`src/rtl/gray_mem_arbiter.sv`:
```
// Arbiter for the single-port gray image SRAM. The host loader writes a frame,
// then the LBP engine reads it through a 3-cycle issue/capture/grant handshake.
module gray_mem_arbiter #(
    parameter int AW = 14,
    parameter int DW = 8,
    parameter int FW = 8
) (
    input  logic          clk,
    input  logic          reset,
    input  logic          host_wr_req,
    input  logic [AW-1:0] host_wr_addr,
    input  logic [DW-1:0] host_wr_data,
    output logic          host_wr_ack,
    input  logic          host_done,
    output logic          gray_ready,
    input  logic          gray_req,
    input  logic [AW-1:0] gray_addr,
    output logic [DW-1:0] gray_data,
    input  logic          lbp_finish,
    output logic          mem_cen,
    output logic          mem_wen,
    output logic [AW-1:0] mem_addr,
    output logic [DW-1:0] mem_wdata,
    input  logic [DW-1:0] mem_rdata,
    output logic          loading,
    output logic [FW-1:0] frame_cnt
);

    typedef enum logic [1:0] {
        LOAD    = 2'd0,
        ISSUE   = 2'd1,
        CAPTURE = 2'd2,
        GRANT   = 2'd3
    } state_t;

    state_t        state_q, state_d;
    logic [DW-1:0] gray_data_q, gray_data_d;
    logic [FW-1:0] frame_cnt_q, frame_cnt_d;

    always_ff @(posedge clk or negedge reset) begin
        if (!reset) begin
            state_q     <= LOAD;
            gray_data_q <= '0;
            frame_cnt_q <= '0;
        end else begin
            state_q     <= state_d;
            gray_data_q <= gray_data_d;
            frame_cnt_q <= frame_cnt_d;
        end
    end

    always_comb begin
        state_d     = state_q;
        gray_data_d = gray_data_q;
        frame_cnt_d = frame_cnt_q;
        case (state_q)
            LOAD:    if (host_done) state_d = ISSUE;
            ISSUE:   state_d = CAPTURE;
            CAPTURE: begin
                state_d     = GRANT;
                gray_data_d = mem_rdata;
            end
            GRANT:   if (gray_req) state_d = ISSUE;
            default: state_d = LOAD;
        endcase
        // Finish wins over everything in the run phase; an in-flight read is dropped.
        if (state_q != LOAD && lbp_finish) begin
            state_d     = LOAD;
            gray_data_d = gray_data_q;
            frame_cnt_d = frame_cnt_q + {{(FW-1){1'b0}}, 1'b1};
        end
    end

    // The engine owns the port in ISSUE; in every other state a host write goes through.
    always_comb begin
        host_wr_ack = 1'b0;
        mem_cen     = 1'b0;
        mem_wen     = 1'b0;
        mem_addr    = '0;
        mem_wdata   = '0;
        if (state_q == ISSUE) begin
            mem_cen  = 1'b1;
            mem_addr = gray_addr;
        end else if (host_wr_req) begin
            host_wr_ack = 1'b1;
            mem_cen     = 1'b1;
            mem_wen     = 1'b1;
            mem_addr    = host_wr_addr;
            mem_wdata   = host_wr_data;
        end
    end

    assign gray_ready = (state_q == GRANT);
    assign loading    = (state_q == LOAD);
    assign gray_data  = gray_data_q;
    assign frame_cnt  = frame_cnt_q;

endmodule

```
`config.mk`:
```
export PLATFORM = sky130hd
export DESIGN_NAME = gray_mem_arbiter
export DESIGN_NICKNAME = d
export VERILOG_FILES = /design/src/rtl/gray_mem_arbiter.sv
export SDC_FILE = /design/constraint.sdc
export NUM_CORES = 1
export LEC_CHECK = 0
export ABC_AREA = 1
export CAP_MARGIN = 20
export CELL_PAD_IN_SITES_DETAIL_PLACEMENT = 0
export CELL_PAD_IN_SITES_GLOBAL_PLACEMENT = 1
export CORE_ASPECT_RATIO = 0.8
export CORE_MARGIN = 2
export CORE_UTILIZATION = 21
export DETAILED_ROUTE_END_ITERATION = 7
export GPL_TIMING_DRIVEN = 0
export MAX_ROUTING_LAYER = met4
export PLACE_DENSITY_LB_ADDON = 0.08
export SLEW_MARGIN = 20
export SYNTH_ARGS = -nofsm -noshare
export SYNTH_HDL_FRONTEND = slang
export SYNTH_SLANG_ARGS = --single-unit
```
`constraint.sdc`:
```
create_clock -name clk -period 1.8 [get_ports clk]
set_clock_uncertainty 0.1 [all_clocks]
set_input_delay 0.18 -clock clk [delete_from_list [all_inputs] [get_ports clk]]
set_output_delay 0.18 -clock clk [all_outputs]
set_load 0.05 [all_outputs]
```
==> impl_metrics.ini, run 1 <==
; flow metrics
[power_and_ir_drop]
p_leak_nw = 1.10
p_total_w = 0.00422

[synth]
area_leaders = dfrtp_1, nand2_1, a22o_1
ys.flop_type = dfrtp_1
yosysTopAreaCell = dfrtp_1
synth-edff-count = 0
syn_area_per_cell_um2 = 8.07
ys_cells = 138

[setup_path]
cp.required_ns = 1.52
start_kind = register
r2r_cells = 9
r2r_slack_ns = 0.12
crit_start = state_q[1]
r2r_start = state_q[1]

[hold_path]
worstHoldPathType = in2async

[grt]
grt_max_degree = 19
grt_pass1_wl_um = 6080
globalRouteOverflowTotal = 0

[layout]
drive_gt1_share_pct = 23.0
n_antenna_cell = 0
layout.nets = 295

[clock_tree]
cts_sinks = 18
clk_pin_slew_ns = 0.07
clockBufferDepth = 2
cts_tree = yes

[floorplan]
initial_utilization_pct = 22.0
fp.dieW_um = 85.4

[place]
gp_congestion = 0.805

[sta]
setup_viol = 6
slew_violations = 0
tightest_slew_ns = 0.800
fin_ws_ns = -0.0268
fmax_mhz = 547
fin_crit_ns = 1.83

[status]
status = finished, violations left
violations = negative setup slack

[detailed_routing]
drt_iter0_drc = 36

[flow_run]
maxCapViolations = 0
## run 1: worst max path at each step
stage,endpoint,slack (ns),cells past startpoint
2_1_floorplan,mem_wdata[0],-0.004,4
3_3_place_gp,mem_addr[8],-0.52,8
3_5_place_dp,mem_addr[8],-0.55,8
4_1_cts,mem_addr[10],-0.02,8
5_1_grt,mem_addr[8],-0.12,8
6_report,mem_addr[12],-0.03,8
## run 1: power by group
part / internal [W] / switching, W
registers: 0.000600 / 0.000165
clock network: 0.000194 / 0.000134
logic: 0.00108 / 0.00204
total: 0.00188 / 0.00234
## run 1: routing by layer
metal  vias up  GRT usage (%)  part of all wire (%)
li1        644              -                     -
met1       559           16.3                    44
met2        30           21.2                    50
met3         6           3.59                   5.3
met4         0           2.12                   1.1
met5         -              -                     0
## run 1: area by class of cell
cell class | count | area [um^2]
flip-flops and latches | 18 | 450
fillers | 522 | 2860
inverters | 13 | 51.3
multi-input cells | 100 | 591
plain buffers | 7 | 48.8
repair buffers | 97 | 932
clock buffers | 4 | 55.1
well taps | 62 | 77.6
## run 1: state kept, by name, summed over array words and instances, names as in the netlist
| register | cells |
|---|---|
| gray_data | 8 |
| frame_cnt | 8 |
| state_q | 2 |
## run 1: placed cells by master, fill, tap and decap left out, drive strengths merged
cell,n
dlygate4sd2,3
dfrtp,18
dlymetal6s2s,3
nor2,12
or2,2
nand2,45
nand3,13
clkdlybuf4s15,1
ha,5
nand3b,1
clkdlybuf4s50,59
a21oi,1
mux2,1
inv,13
xor2,2
buf,33
clkbuf,9
xnor2,2
a22o,14
o21ai,2
## run 1: critical path: stages, from the launching register on
cell and delay, ns:
dfrtp_1 0.40, inv_2 0.09, ha_4 0.16, inv_2 0.04, nand2_2 0.06, inv_4 0.05, buf_6 0.13, a22o_1 0.21
buf_6 0.15
## run 1: stage by stage
stage               cell area [um^2]  utilization [%]
detailed placement              2100             41.5
finish                          2210             43.6
global placement                2100             41.5
CTS                             2160             42.7
floorplan                       1110                -
global route                    2210             43.6
## run 1: cells by family after synthesis
group / count (synthesis) / synth area share, %
fa+ha+maj: 5 / 5.62
buf+inv: 20 / 8.54
simple gates: 73 / 28.9
flops: 18 / 40.4
mux: 1 / 1.01
compound gates: 17 / 12.4
xor+xnor: 4 / 3.15
## run 1: repair_timing
item | 4_1_cts | 5_1_grt
resized | 159 | 18
buffers inserted | 4 | 1
cloned | 1 | 0
hold buffers | 0 | 0
pin swaps | 2 | 3
endpoints found under the setup margin | 29 | 22
==> run_1/closeup.png <==
Window x 28 to 58, y 33 to 63 um. Cells in gray, sequential cells in the stronger gray; small squares are vias.
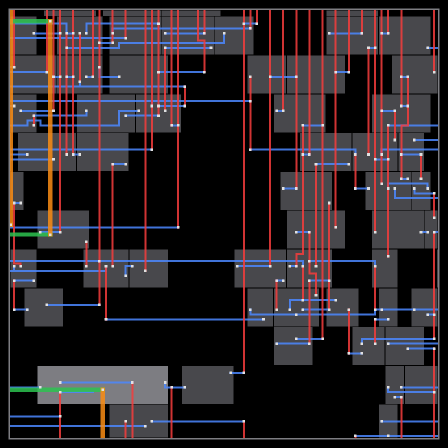
color	layer
red	M2
blue	M1
orange	M4
green	M3
sequential cells in the window	1
most frequent	clkdlybuf4s50_1 (14), a22o_1 (10), buf_6 (7)
netlist names of flops here include	`frame_cnt` (1)
cells with their middle in the window	50

==> run_1/layers.png <==
Drawn at 4 px/um. Two of the layers only.
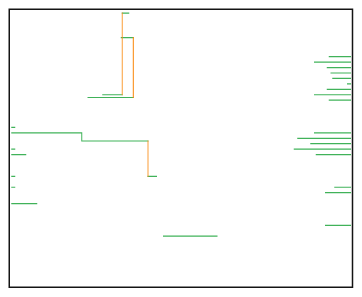
color	layer	wire length
green	M3	205 um
orange	M4	44.2 um
Detailed Route WL: 3880 um
Global Route Usage Sum: 13.0%
via count: 1239

==> run_1/congestion_map.png <==
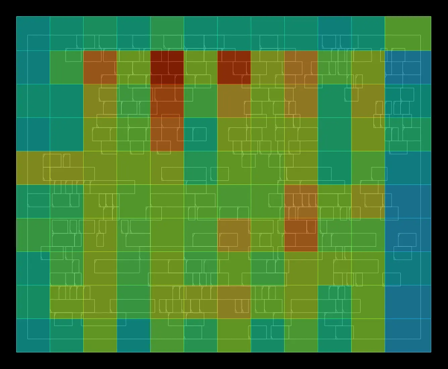
wire per inst: 12.9 um
gr busiest metal: met2
met3 usage: 3.59%

## Run 2: what changed since run 1
--- a/config.mk
+++ b/config.mk
@@ -12,6 +12,7 @@
 export CORE_ASPECT_RATIO = 0.8
 export CORE_MARGIN = 2
 export CORE_UTILIZATION = 21
+export CTS_CLUSTER_SIZE = 8
 export DETAILED_ROUTE_END_ITERATION = 7
 export GPL_TIMING_DRIVEN = 0
 export MAX_ROUTING_LAYER = met4
==> run_2/congestion_map.png <==
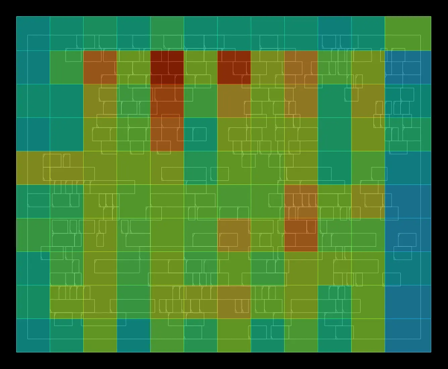
met2 global-route usage: 21.2%
fin util: 43.6%

==> run_2/gates.png <==
Drawn at 6 px/um.
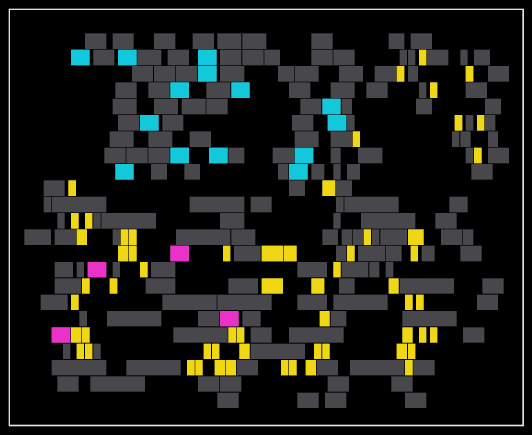
color	family	cells
cyan	non-inverting ao/oa cells	14
magenta	xor and xnor cells	4
yellow	nand cells	59
fin cells: 301
most instantiated logic cell after routing: clkdlybuf4s50_1
combinational share of cell area: 26.8%

==> run 2 against run 1 <==
The run still ends with negative setup slack left; flip-flop count unchanged; register-to-register slack about the same; final cell count unchanged; largest cell class unchanged; wire length unchanged; critical path type unchanged; largest power group unchanged; core utilization unchanged; fmax unchanged; critical path depth unchanged; die size unchanged.
==> impl_metrics.ini, run 2 <==
; flow metrics
[status]
status = finished, violations left
violations = negative setup slack

[sta]
tightest_slew_ns = 0.800
fmax_mhz = 547
slew_violations = 0
setup_viol = 6
fin_ws_ns = -0.0268

[setup_path]
cp.required_ns = 1.52
slowest_delay_ns = 0.40
critPathSlowestCell = dfrtp_1
start_kind = register
path_cells = inv_2 -> ha_4 -> inv_2 -> nand2_2 -> inv_4 -> buf_6 -> a22o_1 -> buf_6
path_buffers = 5
cp_top_family = buffers and inverters

[synth]
xor_share_pct = 3.15
ys_top_logic_family = simple AND/OR/NAND/NOR gates
ys.flop_type = dfrtp_1
synth-seq-cells = 18
synth-edff-count = 0
syn_area_per_cell_um2 = 8.07
synth-compound-area-share_pct = 12.4
ys_sh_mux_pct = 1.01
ys_types = 22
yosysTopAreaCell = dfrtp_1
ys_cells = 138

[detailed_routing]
top_layer = met4
wl_per_cell_um = 12.9
routed_wirelength_um = 3880
detailroute.via_count = 1239
drt_iter0_drc = 36
wl_met1_um = 1700
wl_met3_um = 205

[hold_path]
worstHoldPathType = in2async

[power_and_ir_drop]
p_leak_nw = 1.10
p_clk_share_pct = 7.8
p_comb_share_pct = 74.1
switching_share_pct = 55.5
pwr-share-seq_pct = 18.1
p_per_area_nw_per_um2 = 1910
p_total_w = 0.00422

[clock_tree]
cts_sinks = 18
clockBufferDepth = 2
cts_tree = yes
clk_pin_slew_ns = 0.07

[floorplan]
fp.dieW_um = 85.4
initial_utilization_pct = 22.0

[grt]
globalRouteOverflowTotal = 0
grt_use_total_pct = 13.0
grt_pass1_wl_um = 6080
grt_max_degree = 19

[layout]
drive_gt1_share_pct = 23.0
fillerInstances = 522
n_antenna_cell = 0
layout.nets = 295
lay_top_cells = clkdlybuf4s50_1, nand2_1, dfrtp_1

[flow_run]
maxCapViolations = 0
run 2: cell counts after synthesis:
Identical to the previous run, type by type.
run 2: power groups by stage:
stage                     registers (W)  clock network, W  logic (W)
after floorplan                 0.00134                 0    0.00146
after detailed placement       0.000773                 0    0.00304
final                          0.000765          0.000328    0.00312
after global placement         0.000767                 0    0.00301
after CTS                      0.000771          0.000340    0.00310
after global routing           0.000797          0.000360    0.00330
run 2: worst register-to-register path: stages, from the launching register on:
cell	delay, ns
dfrtp_1	0.38
inv_2	0.07
buf_4	0.13
buf_4	0.13
ha_1	0.20
inv_2	0.11
nand2_2	0.11
clkbuf_4	0.21
nand3_1	0.08
nand2_1	0.06
run 2: path summary, 6_finish.rpt:
check	startpoint	depth (start not counted)	slack (ns)	to
worst max-delay path	state_q[1]	8	-0.03	mem_addr[12]
worst min-delay path	reset	1	0.29	frame_cnt[4]
worst max register to register	state_q[1]	9	0.12	gray_data[0]
worst min register to register	gray_data[2]	2	0.37	gray_data[2]
max in group asynchronous	reset	1	0.81	frame_cnt[1]
min in group clk	gray_data[2]	2	0.37	gray_data[2]
run 2: layout make-up:
type	count	area, um^2	share of cell area [%]
Clock buffer	4	55.1	2.50
Timing Repair Buffer	97	932	42.3
Buffer	7	48.8	2.21
Sequential cell	18	450	20.4
Tap cell	62	77.6	3.52
Multi-Input combinational cell	100	591	26.8
Inverter	13	51.3	2.33
run 2: kinds of logic (layout without fill, tap and decap cells):
family / after synthesis / after routing
compound gates: 17 / 17
fa+ha+maj: 5 / 5
xor+xnor: 4 / 4
buf+inv: 20 / 121
flops: 18 / 18
simple gates: 73 / 73
mux: 1 / 1
run 2: metal layers:
metal | vias up | global-route usage (%)
met2 | 30 | 21.2
met1 | 559 | 16.3
met4 | 0 | 2.12
met5 | - | -
met3 | 6 | 3.59
li1 | 644 | -
run 2: metrics by stage:
step	util, %	std cells	cell area, um^2
floorplan	-	138	1110
global placement	41.5	291	2100
detailed placement	41.5	291	2100
CTS	42.7	300	2160
global route	43.6	301	2210
finish	43.6	301	2210
run 2: what timing repair did:
action	in CTS	in global routing
setup endpoints to repair	29	22
cloned	1	0
pin swaps	2	3
endpoints found under the hold margin	0	0
setup buffers	4	1
gates resized	159	18
Power is estimated from default activity; no workload was simulated.
